===== src/rtl/min_tree_pipe_if.sv =====
// Stream bundle for the arg-min engine: beat input side and search-result output side.
interface min_tree_pipe_if #(
    parameter int ELEMENT_BIT_DEPTH = 14,
    parameter int LOG2_ELEMENTS     = 4,
    parameter int LOG2_BEATS        = 2
);
    logic                                          in_valid;
    logic                                          in_ready;
    logic [ELEMENT_BIT_DEPTH*(2**LOG2_ELEMENTS)-1:0] in_array;
    logic                                          out_valid;
    logic                                          out_ready;
    logic [ELEMENT_BIT_DEPTH-1:0]                  out_min;
    logic [LOG2_BEATS+LOG2_ELEMENTS-1:0]           out_index;

    // Producer of beats / consumer of results.
    modport master (
        output in_valid, in_array, out_ready,
        input  in_ready, out_valid, out_min, out_index
    );

    // The engine itself.
    modport slave (
        input  in_valid, in_array, out_ready,
        output in_ready, out_valid, out_min, out_index
    );
endinterface


===== src/rtl/min_tree_pipe.sv =====
// Pipelined arg-min: input register, one compare-tree level per stage, then a
// running accumulator that folds 2**LOG2_BEATS beats into one {min, index} result.
module min_tree_pipe #(
    parameter int ELEMENT_BIT_DEPTH = 14,
    parameter int LOG2_ELEMENTS     = 4,
    parameter int LOG2_BEATS        = 2
) (
    input  logic           clk,
    input  logic           rst_n,
    min_tree_pipe_if.slave bus
);
    localparam int W  = ELEMENT_BIT_DEPTH;
    localparam int L  = LOG2_ELEMENTS;
    localparam int LB = LOG2_BEATS;
    localparam int N  = 1 << L;

    logic                   stall;
    logic                   accept;
    logic [LB-1:0]          beat_cnt;
    logic [L:0]             vld_pipe;
    logic [L:0][LB-1:0]     tag_pipe;
    logic [N-1:0][W-1:0]    s0_val;
    logic [N-1:0][L-1:0]    s0_idx;

    logic [W-1:0]           fin_val;
    logic [L-1:0]           fin_idx;
    logic [LB-1:0]          fin_tag;
    logic [W-1:0]           acc_min;
    logic [LB+L-1:0]        acc_idx;
    logic                   take;
    logic [W-1:0]           fold_min;
    logic [LB+L-1:0]        fold_idx;

    logic                   out_valid_q;
    logic [W-1:0]           out_min_q;
    logic [LB+L-1:0]        out_index_q;

    // A result the sink has not taken freezes the whole pipe.
    assign stall        = out_valid_q && !bus.out_ready;
    assign bus.in_ready = rst_n && !stall;
    assign accept       = bus.in_valid && bus.in_ready;

    assign bus.out_valid = out_valid_q;
    assign bus.out_min   = out_min_q;
    assign bus.out_index = out_index_q;

    // Each element carries its own position; tree nodes just forward the winner's.
    always_comb begin
        s0_idx = '0;
        for (int e = 0; e < N; e++) s0_idx[e] = L'(e);
    end

    // Input register, valid/tag shift register and beat counter.
    always_ff @(posedge clk) begin
        if (!rst_n) begin
            vld_pipe <= '0;
            tag_pipe <= '0;
            beat_cnt <= '0;
            s0_val   <= '0;
        end else if (!stall) begin
            vld_pipe <= {vld_pipe[L-1:0], accept};
            tag_pipe <= {tag_pipe[L-1:0], beat_cnt};
            if (accept) begin
                s0_val   <= bus.in_array;
                beat_cnt <= beat_cnt + 1'b1;
            end
        end
    end

    for (genvar k = 1; k <= L; k++) begin : g_lvl
        localparam int NK = N >> k;
        logic [2*NK-1:0][W-1:0] src_val;
        logic [2*NK-1:0][L-1:0] src_idx;
        logic [NK-1:0][W-1:0]   cmp_val;
        logic [NK-1:0][L-1:0]   cmp_idx;
        logic [NK-1:0][W-1:0]   val_q;
        logic [NK-1:0][L-1:0]   idx_q;

        if (k == 1) begin : g_src
            assign src_val = s0_val;
            assign src_idx = s0_idx;
        end else begin : g_src
            assign src_val = g_lvl[k-1].val_q;
            assign src_idx = g_lvl[k-1].idx_q;
        end

        // Right operand only wins when strictly smaller, so ties keep the lower index.
        for (genvar j = 0; j < NK; j++) begin : g_node
            logic b_wins;
            assign b_wins     = src_val[2*j+1] < src_val[2*j];
            assign cmp_val[j] = b_wins ? src_val[2*j+1] : src_val[2*j];
            assign cmp_idx[j] = b_wins ? src_idx[2*j+1] : src_idx[2*j];
        end

        // Level register; data moves with the valid bits and holds on stall.
        always_ff @(posedge clk) begin
            if (!rst_n) begin
                val_q <= '0;
                idx_q <= '0;
            end else if (!stall) begin
                val_q <= cmp_val;
                idx_q <= cmp_idx;
            end
        end
    end

    assign fin_val = g_lvl[L].val_q[0];
    assign fin_idx = g_lvl[L].idx_q[0];
    assign fin_tag = tag_pipe[L];

    // Beat 0 always loads; later beats replace only on strictly smaller cost.
    always_comb begin
        take     = (fin_tag == '0) || (fin_val < acc_min);
        fold_min = take ? fin_val : acc_min;
        fold_idx = take ? {fin_tag, fin_idx} : acc_idx;
    end

    // Accumulator and result register; last beat publishes the folded result.
    always_ff @(posedge clk) begin
        if (!rst_n) begin
            acc_min     <= '0;
            acc_idx     <= '0;
            out_valid_q <= 1'b0;
            out_min_q   <= '0;
            out_index_q <= '0;
        end else if (!stall) begin
            // Not stalled means the output is empty or being taken this edge.
            out_valid_q <= 1'b0;
            if (vld_pipe[L]) begin
                acc_min <= fold_min;
                acc_idx <= fold_idx;
                if (fin_tag == {LB{1'b1}}) begin
                    out_valid_q <= 1'b1;
                    out_min_q   <= fold_min;
                    out_index_q <= fold_idx;
                end
            end
        end
    end
endmodule


===== src/flat_wrapper.sv =====
// flat-port wrapper written by rule: the top's interface ports become plain ports
module min_tree_pipe_flat 
#(
    parameter int ELEMENT_BIT_DEPTH = 14,
    parameter int LOG2_ELEMENTS     = 4,
    parameter int LOG2_BEATS        = 2
)
  (clk, rst_n, bus_in_valid, bus_in_array, bus_out_ready, bus_in_ready, bus_out_valid, bus_out_min, bus_out_index);
  min_tree_pipe_if #(.ELEMENT_BIT_DEPTH(ELEMENT_BIT_DEPTH), .LOG2_ELEMENTS(LOG2_ELEMENTS), .LOG2_BEATS(LOG2_BEATS)) bus_i ();
  input  logic clk;
  input  logic rst_n;
  input wire logic [$bits(bus_i.in_valid)-1:0] bus_in_valid;
  input wire logic [$bits(bus_i.in_array)-1:0] bus_in_array;
  input wire logic [$bits(bus_i.out_ready)-1:0] bus_out_ready;
  output wire logic [$bits(bus_i.in_ready)-1:0] bus_in_ready;
  output wire logic [$bits(bus_i.out_valid)-1:0] bus_out_valid;
  output wire logic [$bits(bus_i.out_min)-1:0] bus_out_min;
  output wire logic [$bits(bus_i.out_index)-1:0] bus_out_index;
  assign bus_i.in_valid = bus_in_valid;
  assign bus_i.in_array = bus_in_array;
  assign bus_i.out_ready = bus_out_ready;
  assign bus_in_ready = bus_i.in_ready;
  assign bus_out_valid = bus_i.out_valid;
  assign bus_out_min = bus_i.out_min;
  assign bus_out_index = bus_i.out_index;
  min_tree_pipe #(.ELEMENT_BIT_DEPTH(ELEMENT_BIT_DEPTH), .LOG2_ELEMENTS(LOG2_ELEMENTS), .LOG2_BEATS(LOG2_BEATS)) u_core (.clk(clk), .rst_n(rst_n), .bus(bus_i));
endmodule

===== config.mk =====
export PLATFORM = sky130hd
export DESIGN_NAME = min_tree_pipe_flat
export DESIGN_NICKNAME = d
export VERILOG_FILES = /design/src/rtl/min_tree_pipe_if.sv /design/src/rtl/min_tree_pipe.sv /design/src/flat_wrapper.sv
export SDC_FILE = /design/constraint.sdc
export NUM_CORES = 1
export LEC_CHECK = 0
export CELL_PAD_IN_SITES_DETAIL_PLACEMENT = 1
export CELL_PAD_IN_SITES_GLOBAL_PLACEMENT = 1
export CORE_MARGIN = 5
export CORE_UTILIZATION = 48
export DETAILED_ROUTE_END_ITERATION = 6
export DONT_BUFFER_PORTS = 1
export PLACE_DENSITY = 0.87
export SYNTH_ARGS = -nofsm -noshare
export SYNTH_HDL_FRONTEND = slang
export SYNTH_SLANG_ARGS = --single-unit

===== constraint.sdc =====
create_clock -name clk -period 2.96 [get_ports clk]
set_input_delay 0.444 -clock clk [delete_from_list [all_inputs] [get_ports clk]]
set_output_delay 0.444 -clock clk [all_outputs]
set_load 0.005 [all_outputs]

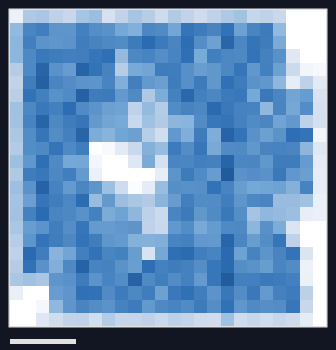
run_1/cell_density.png
The bar under the picture is 50 µm long. 24 x 24 tiles, from white (low) to dark blue (high), 0 to 100% covered.
6.1% of the tiles are nearly empty. 4.7% of the tiles are over 75% full. The fullest tile reaches 83%. The mean over all tiles is 51%.
post-layout util: 57.4%
fp_density: 48.2%
area of the core: 52200 µm²

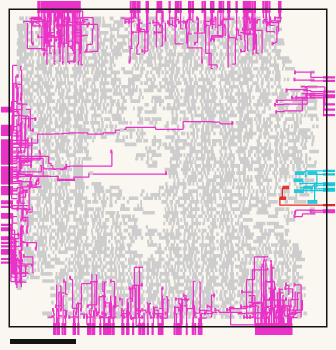
run_1/io_fan.png
The bar under the picture is 50 µm long.
Key: magenta = bus_in_array [bits 224, direction input, edge 79 bottom, 79 top, 56 left, 10 right, end cells 224, buffers 221, wire 8510 µm]; red = bus_out_ready [bits 1, direction input, edge right, end cells 2, buffers 0, wire 50.6 µm]; cyan = bus_out_index [bits 6, direction output, edge right, end cells 6, buffers 0, wire 120 µm]

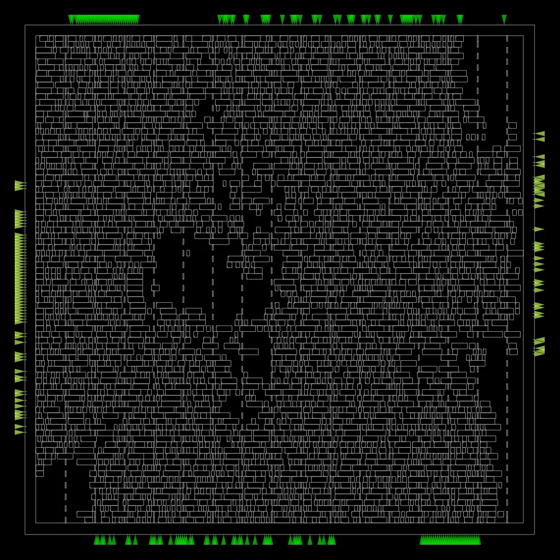
run_1/placement.png
post-route insts no fill: 3840
flop share of the area: 34.9%
# rows: 84
fillers: 5896
n_taps: 688

==> impl_metrics.csv, run 1 <==
group,metric,value,unit
logic_synthesis,ys_area,25200,µm²
final_timing,rsz0062_at_grt,"false",
clock_network,clock_path_buffers,3,
layout,clock_buffers,89,
setup_path,worstReg2RegStart,"u_core.g_lvl[1].src_val[35]",
layout,area_dominant_class,"logic gates",
power_and_ir_drop,seq-power,9.03,mW
detailed_routing,antenna_left,0,
power_and_ir_drop,top_power_group,"sequential cells",
logic_synthesis,yosysMostFrequentCell,"dfxtp_1",
power_and_ir_drop,p_clk_share,31.5,%
logic_synthesis,avgSynthCellArea,8.45,µm²
setup_path,cpPeakStageDelay,0.81,ns
layout,n_all_inverters,212,
layout,flops,523,
setup_path,setup.worst_path.start_class,"flop",
final_timing,slew_viol_final,0,
setup_path,critPathArrivalTime,3.33,ns
detailed_routing,firstDrtPassIters,7,
clock_network,cts_tree,"built",
clock_network,cts_root_buffer,"clkbuf_16",
global_routing,first_global_vias,25857,
setup_path,crit_required,3.45,ns
setup_path,critPathKind,"reg2reg",
global_routing,grt-ovfl-total,0,
logic_synthesis,enable_flop_cells,0,
setup_path,crit_fanout,18,
detailed_routing,vias_per_cell,6.25,
clock_network,cts_resized,0,
global_routing,grt_pass1_wl,145000,µm
final_timing,fin_setup_tns,0,ns
place,pre_cts_slack,0.299,ns
logic_synthesis,synth_cells,2977,
setup_path,crit_buf_inv,2,
place,portBuffers,0,
logic_synthesis,ys_warn_count,0,
logic_synthesis,synthesis.nets,3413,
clock_network,htree_levels,2,
run,maxCapViolCount,0,
power_and_ir_drop,p_int,15.3,mW
place,dp.cells,3481,
layout,logic_area,12900,µm²
logic_synthesis,ys_cells,2977,
run,tool_warnings,38,
detailed_routing,wl_per_cell,24.3,µm
hold_path,hold_depth,2,
detailed_routing,wl_met3,4380,µm
hold_path,hold_class,"in2reg",
power_and_ir_drop,seqPwrFrac,38.1,%
layout,finalNetCount,3531,
setup_path,crit_start,"u_core.g_lvl[1].src_val[35]",
detailed_routing,highest_layer,"met5",
global_routing,grt_util_all_layers,31.4,%
power_and_ir_drop,p_sw,8.40,mW
final_timing,worst_slew_pin_slew,1.21,ns
logic_synthesis,area_leaders,"dfxtp_1 42%, ha_1 10%, o21ai_0 8.8%",
detailed_routing,via_count,23995,
logic_synthesis,ys_seq_share,41.6,%
power_and_ir_drop,total_power,23.7,mW
global_routing,grt_busiest_layer,"met2",
run_status,outcome,"finished clean",
layout,buffer_area_share,9.82,%
global_routing,gr-usage-met3,4.56,%
clock_network,post-cts-setup-buffers,0,
layout,area_delta_synth_final,19.2,%
final_timing,layout_setup_ws,0.110,ns
logic_synthesis,yosys.area.top_type,"dfxtp_1",
setup_path,cp-end-kind,"flop",
floorplanning,ios,250,
final_timing,finalCritPeriodShare,96.3,%
final_timing,setup_violations,0,
clock_network,numCtsBuffers,58,
final_timing,max_clock_freq,0.351,GHz
setup_path,r2r_cells,7,
setup_path,cp.depth,7,
logic_synthesis,netlist.area_leader.share,41.6,%
global_routing,global_route.usage.met1,37.0,%
detailed_routing,drt_iter0_markers,1934,
detailed_routing,wl,93300,µm
==> run 1: cell usage in the layout, fill, tap and decap left out, types with 9 or more instances in the layout <==
cell / Yosys / layout
buf_12: 0 / 13
inv_1: 212 / 211
buf_4: 3 / 35
o21ai_0: 444 / 443
a221oi_1: 9 / 9
nand3_1: 23 / 23
diode_2: 0 / 13
a21oi_1: 162 / 161
a311oi_2: 37 / 37
nand2_1: 479 / 479
mux2i_1: 58 / 58
o41ai_4: 6 / 9
clkbuf_1: 163 / 14
ha_1: 208 / 208
and3_1: 10 / 9
clkbuf_8: 0 / 14
clkbuf_16: 0 / 61
o31ai_1: 90 / 90
dfxtp_1: 523 / 523
nor3_1: 186 / 186
o21a_1: 12 / 12
a311oi_1: 145 / 145
a21o_1: 15 / 15
nor2_1: 34 / 33
nor2b_1: 11 / 10
dlygate4sd3_1: 0 / 242
nand4_1: 19 / 19
==> run 1: sequential cells by signal (all words and copies together), names as in the netlist, 4 cells and up <==
| signal | flops |
|---|---|
| u_core.acc_idx | 6 |
| u_core.acc_min | 14 |
| u_core.bus.out_index | 6 |
| u_core.bus.out_min | 14 |
| u_core.fin_idx | 4 |
| u_core.fin_val | 14 |
| u_core.g_lvl.idx_q | 27 |
| u_core.g_lvl.src_val | 224 |
| u_core.g_lvl.val_q | 196 |
| u_core.tag_pipe | 8 |
| u_core.vld_pipe | 5 |
==> run 1: kinds of logic after synthesis <==
kind of cell,after synthesis,share of synthesized area (%)
xor gates and xnor gates,2,0.0696
buffers and inverters,444,7.16
and+or+nand+nor,783,13.4
muxes,58,2.31
AOI/OAI and AO/OA,959,25.1
DFF,523,41.6
adders and majority gates,208,10.3
run_1/flops_by_reg.png
The bar under the picture is 50 µm long. Other sequential cells in the stronger gray, the rest of the logic in the fainter gray.
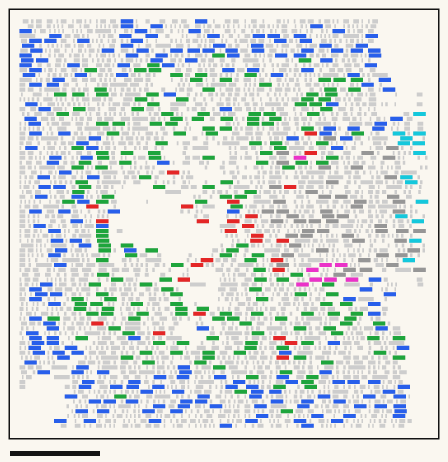

==> run 2: changes to the inputs <==
--- a/config.mk
+++ b/config.mk
@@ -8,10 +8,10 @@
 export CELL_PAD_IN_SITES_DETAIL_PLACEMENT = 1
 export CELL_PAD_IN_SITES_GLOBAL_PLACEMENT = 1
 export CORE_MARGIN = 5
-export CORE_UTILIZATION = 48
+export CORE_UTILIZATION = 52
 export DETAILED_ROUTE_END_ITERATION = 6
 export DONT_BUFFER_PORTS = 1
-export PLACE_DENSITY = 0.87
+export PLACE_DENSITY = 0.93
 export SYNTH_ARGS = -nofsm -noshare
 export SYNTH_HDL_FRONTEND = slang
 export SYNTH_SLANG_ARGS = --single-unit
==> constraint.sdc (replaced) <==
create_clock -name clk -period 3.4 [get_ports clk]
set_input_delay 0.51 -clock clk [delete_from_list [all_inputs] [get_ports clk]]
set_output_delay 0.51 -clock clk [all_outputs]
set_load 0.005 [all_outputs]
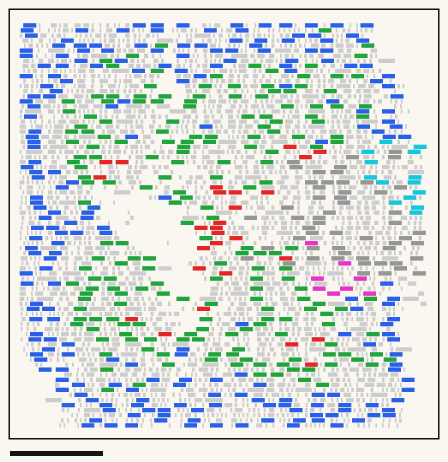
run_2/flops_by_reg.png
The bar under the picture is 50 µm long. Other sequential cells in the stronger gray, the rest of the logic in the fainter gray.
Key: cyan = u_core.bus.out_min [flops 14, where right middle]; green = u_core.g_lvl.val_q [flops 196]; magenta = u_core.tag_pipe [flops 8]; blue = u_core.g_lvl.src_val [flops 224, where spread over the die]; red = u_core.g_lvl.idx_q [flops 27, where middle]
Another 54 sequential cells are not colored.

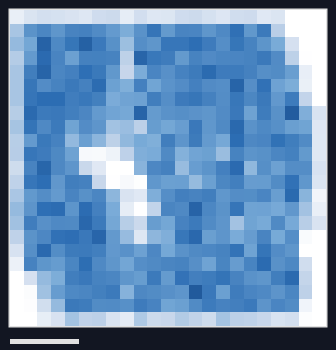
run_2/cell_density.png
The bar under the picture is 50 µm long. 23 x 23 tiles, from white (low) to dark blue (high), 0 to 100% covered.
6.2% of the tiles are nearly empty. The fullest tile reaches 83%. 5.9% of the tiles are over 75% full. The mean over all tiles is 51%.
area of the core: 47800 µm²
post-layout util: 57.7%
fp_density: 52.6%

==> run 2 against run 1 <==
The flow now finishes with violations (slew limit); utilization up 0.26 points; non-clock buffer count down 203; synthesized cell count unchanged; critical endpoint is now bus_in_ready; largest cell class unchanged; largest power group unchanged; highest routed layer unchanged.
==> impl_metrics.csv, run 2 <==
group,metric,value,unit
setup_path,cp-end-kind,"output pin",
logic_synthesis,netlist.area_leader.share,41.6,%
global_routing,grt_util_all_layers,28.9,%
power_and_ir_drop,p_sw,6.80,mW
logic_synthesis,yosysMostFrequentCell,"dfxtp_1",
layout,logic_area,12900,µm²
logic_synthesis,yosys.area.top_type,"dfxtp_1",
detailed_routing,wl,79800,µm
place,dp.cells,3406,
logic_synthesis,ys.flop_type,"dfxtp_1",
final_timing,max_clock_freq,0.299,GHz
setup_path,crit_buf_inv,1,
power_and_ir_drop,seqPwrFrac,40.0,%
setup_path,cpPeakStageDelay,1.22,ns
place,place_area,25400,µm²
logic_synthesis,synth_cells,2977,
layout,final_layout_top_logic_cells,"523 x dfxtp_1, 479 x nand2_1, 443 x o21ai_0, 211 x inv_1, 208 x ha_1",
logic_synthesis,ys_area,25200,µm²
setup_path,critPathKind,"in2out",
clock_network,clock_path_buffers,3,
global_routing,grt_pass1_wl,127000,µm
setup_path,setup.worst_path.start_class,"primary input",
clock_network,cts_tree,"built",
run,tool_warnings,34,
final_timing,slew_viol_final,303,
layout,stdcell_count,3546,
logic_synthesis,syn_area,25200,µm²
clock_network,post-cts-setup-buffers,0,
layout,drive_gt1_share,6.28,%
clock_network,cts_resized,0,
layout,finalNetCount,3325,
detailed_routing,drt_iter0_markers,1496,
logic_synthesis,top_cells_by_count,"523 x dfxtp_1, 479 x nand2_1, 444 x o21ai_0",
global_routing,first_global_vias,23848,
run,maxCapViolCount,0,
setup_path,critPathArrivalTime,2.84,ns
layout,largest_register_ffs,224,
detailed_routing,via_count,22395,
layout,ff_latch_area,10500,µm²
power_and_ir_drop,p_clk_share,30.1,%
floorplanning,dieArea,52900,µm²
clock_network,htree_levels,2,
logic_synthesis,synthesis.nets,3413,
floorplanning,rows,80,
hold_path,hold_class,"in2reg",
clock_network,cts_root_buffer,"clkbuf_16",
logic_synthesis,ys_warn_count,0,
global_routing,grt-ovfl-total,0,
detailed_routing,firstDrtPassIters,5,
logic_synthesis,ys_seq_share,41.6,%
detailed_routing,antenna_left,0,
final_timing,setup_violations,0,
final_timing,rsz0062_at_grt,"false",
power_and_ir_drop,p_int,12.8,mW
clock_network,numCtsBuffers,55,
setup_path,crit_fanout,424,
setup_path,crit_required,2.89,ns
detailed_routing,vias_per_cell,6.32,
layout,final_common_cell,"dfxtp_1",
run_status,outcome,"complete, but fails checks",
layout,nFillCells,5571,
final_timing,fin_setup_tns,0,ns
power_and_ir_drop,p_sw_share,34.7,%
power_and_ir_drop,total_power,19.6,mW
logic_synthesis,ys_cells,2977,
detailed_routing,wl_per_cell,22.5,µm
logic_synthesis,enable_flop_cells,0,
place,pre_cts_slack,0.720,ns
final_timing,worst_slew_pin_slew,2.28,ns
layout,area_delta_synth_final,9.69,%
final_timing,min_period,3.35,ns
layout,stdcell_area,27600,µm²
final_timing,finalCritPeriodShare,98.4,%
logic_synthesis,area_leaders,"dfxtp_1 42%, ha_1 10%, o21ai_0 8.8%",
run_status,violations,"slew limit",
final_timing,layout_setup_ws,0.0530,ns
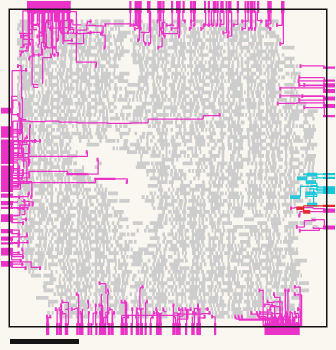
run_2/io_fan.png
The bar under the picture is 50 µm long.
Key: cyan = bus_out_index [bits 6, direction output, edge right, end cells 6, buffers 0, wire 120 µm]; red = bus_out_ready [bits 1, direction input, edge right, end cells 2, buffers 0, wire 24.5 µm]; magenta = bus_in_array [bits 224, direction input, edge 76 bottom, 76 top, 57 left, 15 right, end cells 224, buffers 41, wire 4880 µm]
Port-buffer cells: 0
I/O pin count: 250

## run 2: cell count changes in the layout (fill, tap and decap cells not counted), sizes merged
cell and delta:
clkbuf -2, dlygate4sd3 -201, diode -12, buf -2
bufinv -2, clkinvlp -2
## run 2: cells by family after synthesis
logic type,Yosys count,share of synthesized area [%]
AND-OR/OR-AND,959,25.1
flip-flops,523,41.6
AND/OR/NAND/NOR,783,13.4
XOR/XNOR,2,0.0696
multiplexers,58,2.31
buffers and inverters,444,7.16
adder cells (fa/ha/maj),208,10.3
## run 2: final timing paths
path	startpoint	end	slack (ns)	cells after the start
max	rst_n	bus_in_ready	0.05	2
min	bus_in_array[177]	u_core.g_lvl[1].src_val[177]	0.02	2
max reg2reg	u_core.g_lvl[1].src_val[142]	u_core.g_lvl[1].val_q[83]	0.67	9
min reg2reg	u_core.tag_pipe[3]	u_core.tag_pipe[3]	0.46	2
## run 2: power by group through the flow
stage | combinational [mW] | clock, mW | sequential [mW]
2_1_floorplan | 4.35 | 0 | 7.54
3_3_place_gp | 5.20 | 0 | 7.82
3_5_place_dp | 5.63 | 0 | 7.88
4_1_cts | 5.78 | 5.97 | 7.78
5_1_grt | 6.50 | 6.24 | 7.88
6_report | 5.86 | 5.89 | 7.82
## run 2: area by class of cell
cell class,count,area share (%)
tap,615,2.79
clock buffer,87,6.05
sequential,523,37.9
antenna,1,0.00907
timing repair buffer,87,3.10
multi-input combinational,2010,46.9
clock inverter,11,0.290
inverter,212,2.89
## run 2: metal layers
layer  share of wire [%]  vias to the layer above  GRT usage [%]
li1                    -                    10463              -
met2                  49                      648           50.3
met3                 4.8                      227           4.89
met4                 3.4                        4           10.3
met1                  43                    11053           36.1
met5               0.034                        -              0
Power is estimated from default activity; no workload was simulated.
